`config.mk`:
```
export PLATFORM = sky130hd
export DESIGN_NAME = ysyx_25030085_trap_seq
export DESIGN_NICKNAME = d
export VERILOG_FILES = /design/src/rtl/ysyx_25030085_trap_seq.sv
export SDC_FILE = /design/constraint.sdc
export NUM_CORES = 1
export LEC_CHECK = 0
export ABC_CLOCK_PERIOD_IN_PS = 3550
export CORE_MARGIN = 2
export CORE_UTILIZATION = 47
export CTS_CLUSTER_SIZE = 20
export DETAILED_ROUTE_END_ITERATION = 10
export PLACE_DENSITY = 0.94
export SKIP_CTS_REPAIR_TIMING = 1
export SLEW_MARGIN = 40
export SYNTH_ARGS = -nofsm -noshare
export SYNTH_HDL_FRONTEND = slang
export SYNTH_SLANG_ARGS = --single-unit
```
`constraint.sdc`:
```
create_clock -name clk -period 3.55 [get_ports clk]
set_clock_uncertainty 0.15 [all_clocks]
set_input_delay 0.71 -clock clk [delete_from_list [all_inputs] [get_ports clk]]
set_output_delay 0.71 -clock clk [all_outputs]
set_load 0.05 [all_outputs]
```
`src/rtl/ysyx_25030085_trap_seq.sv`:
```
// Trap sequencer: drives the CSR file's single port to enter a trap (ecall)
// or return from one (mret), then issues a one-cycle PC redirect.
// Optional feature macro: YSYX_25030085_TRAP_VECTORED_EN
//   defined   -> vectored mtvec mode for interrupt causes
//   undefined -> direct mode only; mtvec[1:0] ignored
// csr_addr/csr_wen/csr_wdata are decoded from the state register and may depend
// combinationally on csr_rdata (read-modify-write of mstatus in one cycle).
module ysyx_25030085_trap_seq #(
    parameter int unsigned XLEN     = 32,
    parameter logic [11:0] MTVEC_A  = 12'h305,
    parameter logic [11:0] MEPC_A   = 12'h341,
    parameter logic [11:0] MCAUSE_A = 12'h342,
    parameter logic [11:0] MSTAT_A  = 12'h300
) (
    input  logic            clk,
    input  logic            rst,
    input  logic            trap_req,
    input  logic            mret_req,
    input  logic [XLEN-1:0] trap_pc,
    input  logic [XLEN-1:0] trap_cause,
    input  logic [XLEN-1:0] csr_rdata,
    output logic            csr_own,
    output logic [11:0]     csr_addr,
    output logic [1:0]      csr_wen,
    output logic [XLEN-1:0] csr_wdata,
    output logic            busy,
    output logic            redirect_valid,
    output logic [XLEN-1:0] redirect_pc
);

    localparam int unsigned WEN_W     = 2;
    localparam logic [WEN_W-1:0] WEN_NONE  = 2'b00;
    localparam logic [WEN_W-1:0] WEN_WRITE = 2'b01;

    // mstatus field positions
    localparam int unsigned MIE_B  = 3;
    localparam int unsigned MPIE_B = 7;
    localparam int unsigned MPP_LO = 11;
    localparam int unsigned MPP_HI = 12;

    typedef enum logic [2:0] {
        S_IDLE,
        S_T_EPC,
        S_T_CAUSE,
        S_T_STAT,
        S_T_VEC,
        S_R_STAT,
        S_R_EPC,
        S_REDIR
    } state_e;

    state_e          state_q, state_d;
    logic [XLEN-1:0] pc_q, pc_d;
    logic [XLEN-1:0] cause_q, cause_d;
    logic [XLEN-1:0] redir_q, redir_d;
    logic [XLEN-1:0] vec_base;

    assign vec_base = {csr_rdata[XLEN-1:2], 2'b00};

    // State, latched trap context and redirect target
    always_ff @(posedge clk) begin
        if (rst) begin
            state_q <= S_IDLE;
            pc_q    <= '0;
            cause_q <= '0;
            redir_q <= '0;
        end else begin
            state_q <= state_d;
            pc_q    <= pc_d;
            cause_q <= cause_d;
            redir_q <= redir_d;
        end
    end

    // Next-state, CSR port drive and redirect target computation
    always_comb begin
        state_d        = state_q;
        pc_d           = pc_q;
        cause_d        = cause_q;
        redir_d        = redir_q;
        csr_addr       = '0;
        csr_wen        = WEN_NONE;
        csr_wdata      = '0;
        redirect_valid = 1'b0;

        unique case (state_q)
            S_IDLE: begin
                if (trap_req) begin
                    pc_d    = trap_pc;
                    cause_d = trap_cause;
                    state_d = S_T_EPC;
                end else if (mret_req) begin
                    state_d = S_R_STAT;
                end
            end
            S_T_EPC: begin
                csr_addr  = MEPC_A;
                csr_wen   = WEN_WRITE;
                csr_wdata = pc_q;
                state_d   = S_T_CAUSE;
            end
            S_T_CAUSE: begin
                csr_addr  = MCAUSE_A;
                csr_wen   = WEN_WRITE;
                csr_wdata = cause_q;
                state_d   = S_T_STAT;
            end
            S_T_STAT: begin
                csr_addr                = MSTAT_A;
                csr_wen                 = WEN_WRITE;
                csr_wdata               = csr_rdata;
                csr_wdata[MPIE_B]       = csr_rdata[MIE_B];
                csr_wdata[MIE_B]        = 1'b0;
                csr_wdata[MPP_HI:MPP_LO] = 2'b11;
                state_d                 = S_T_VEC;
            end
            S_T_VEC: begin
                csr_addr = MTVEC_A;
                redir_d  = vec_base;
`ifdef YSYX_25030085_TRAP_VECTORED_EN
                if (csr_rdata[1:0] == 2'b01 && cause_q[XLEN-1]) begin
                    redir_d = vec_base + XLEN'({cause_q[XLEN-2:0], 2'b00});
                end
`endif
                state_d  = S_REDIR;
            end
            S_R_STAT: begin
                csr_addr                = MSTAT_A;
                csr_wen                 = WEN_WRITE;
                csr_wdata               = csr_rdata;
                csr_wdata[MIE_B]        = csr_rdata[MPIE_B];
                csr_wdata[MPIE_B]       = 1'b1;
                csr_wdata[MPP_HI:MPP_LO] = 2'b00;
                state_d                 = S_R_EPC;
            end
            S_R_EPC: begin
                csr_addr = MEPC_A;
                redir_d  = vec_base;
                state_d  = S_REDIR;
            end
            S_REDIR: begin
                redirect_valid = 1'b1;
                state_d        = S_IDLE;
            end
            default: begin
                state_d = S_IDLE;
            end
        endcase

        // A reset landing mid-sequence must not commit another write or redirect
        if (rst) begin
            csr_addr       = '0;
            csr_wen        = WEN_NONE;
            csr_wdata      = '0;
            redirect_valid = 1'b0;
        end
    end

    assign busy        = (state_q != S_IDLE);
    assign csr_own     = busy;
    assign redirect_pc = redir_q;

endmodule

```
Fig. 1: wires at chosen ports, followed through buffers
(3 px per um)
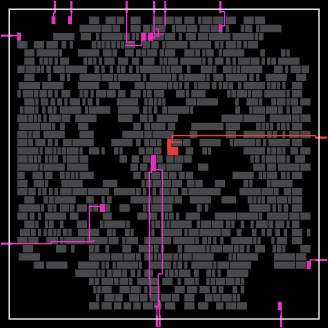
legend:
  csr_addr:
    color: magenta
    bits: 12
    direction: output
    end_cells: 11
    buffers: 6
    wire: 221 um
  mret_req:
    color: red
    bits: 1
    direction: input
    end_cells: 2
    buffers: 1
    wire: 58.8 um

Fig. 2: cell placement
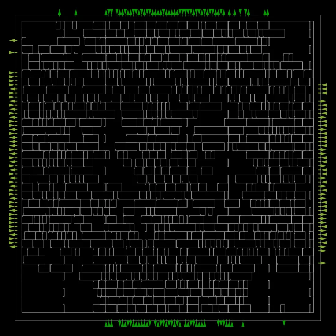
tapcells inserted: 133
# fillers: 769

==> qor.txt <==
commonest cells after routing, fill and taps aside = nand2_1 (219), clkdlybuf4s50_1 (137), a21oi_1 (127)
initial antenna violation count = 1
die height = 103 um
Crit. End Element = primary output
setup-violating endpoint count in the final report = 0
RSZ-0062 raised after global routing = no
Worst Setup Start Kind = flip-flop
series of cell instances along the critical path = nand2b_1 -> or2_2 -> a21oi_1 -> clkdlybuf4s50_1
gr usage total = 0.260
final-stage net count = 849
Hold Startpoint = pc_q[7]
Final Instance Area = 0.00643 mm2
WHS Endpoint = pc_q[7]
core utilization before placement = 0.477
worst-case vdd ir drop = 0.000290 V
wire length per cell after detailed routing = 15.9 um
status = complete, no violations
slack of the worst reg-to-reg path = 1.42 ns
number of synthesis warnings = 0
cts bufs inserted = 9
worst slack on hold paths = 0.308 ns
standard cell area after detailed placement = 0.00621 mm2
Detail Route Antenna Nets = 0
synthesized instance count = 603
Initial DRC Count = 254
number of design rule violations left after detail routing = 0
drt total wl = 14100 um
number of buffers between clock root and the deepest sink = 2
reg-to-reg endpoint = redirect_pc[13]
worst stage delay on the critical path = 0.86 ns
mean instance size in the synthesized netlist = 7.59 um2
Die ar. = 0.0105 mm2
number of global-route vias before repair = 4556
Netlist Area Pre-Place = 0.00458 mm2
distinct cell type count of the synthesized netlist = 27
Routability Congestion = 0.917
Worst Max-Slew Pin Slew = 0.657 ns
Bufs and invs on worst path = 1
global-route wire length before repair = 21500 um
TritonCTS clock tree = done
Worst Reg2Reg Path Length in Cells = 5
logic area = 0.00228 mm2
maximum number of pins on one net before global-route repair = 39
dominant delay contributor by cell family on the critical path = buffers and inverters
count of final max-slew check failures = 0
required time of the worst setup path = 2.69 ns
final-report hold violation count = 0
Crit. path cell count = 4
row count = 36
type of the setup path with the least slack = reg2out
highest-count logic cell in the final layout = nand2_1
final worst path period need = 3.28 ns
Overall Power = 2.83 mW
final worst slack = 0.271 ns
Area growth syn-to-layout = 40.4%
die width = 103 um
clock-pin slew on the worst setup and hold paths = 0.08 ns
## layout make-up
class / count / area share
diodes: 1 / 0.000389
clock buffers: 11 / 0.0220
clock inverters: 4 / 0.0119
inverters: 3 / 0.00175
multi-input cells: 445 / 0.355
flip-flops and latches: 97 / 0.302
well taps: 133 / 0.0259
repair buffers: 193 / 0.281
## synthesized netlist by cell type
cell      instances  area (um2)
nand2_1         219         822
a21oi_1         127         636
dfxtp_1          97        1940
a32oi_1          29         254
mux2_2           28         315
clkbuf_1         22        82.6
buf_2            20         100
buf_4            18         135
buf_6             6        67.6
nand2b_1          5        31.3
nor2_1            5        18.8
a211oi_1          4        30.0
nor3_1            4        20.0
inv_1             3        11.3
nor2b_1           2        12.5
o21ai_0           2        10.0
or2_2             2        12.5
a21o_1            1        7.51
and3_1            1        6.26
and3b_1           1        8.76
conb_1            1        3.75
mux2i_1           1        10.0
nand3_1           1        5.00
nor4b_1           1        8.76
o22a_1            1        8.76
or4b_1            1        10.0
or4b_2            1        10.0
## layer usage
layer,vias to the layer above,part of all wire,track usage
li1,2306,-,-
met1,2205,0.39,0.309
met2,233,0.50,0.437
met3,40,0.079,0.0583
met4,0,0.035,0.138
met5,-,0,0
## where the power goes
part	total, mW	internal, mW	switching, mW
registers	1.21	1.17	0.0487
logic	0.832	0.323	0.509
clock network	0.788	0.416	0.372
## kinds of logic after synthesis
| logic type | synth area share |
|---|---|
| and+or+nand+nor | 0.211 |
| buffers and inverters | 0.0866 |
| muxes | 0.0710 |
| AOI/OAI and AO/OA | 0.207 |
| other | 0.000819 |
| DFF | 0.424 |
## state kept, by name, indices dropped and copies added, names as in the netlist
name,cells
cause_q,32
pc_q,32
redirect_pc,30
state_q,3
No activity file was given, so power comes from the tool's default toggle rates.
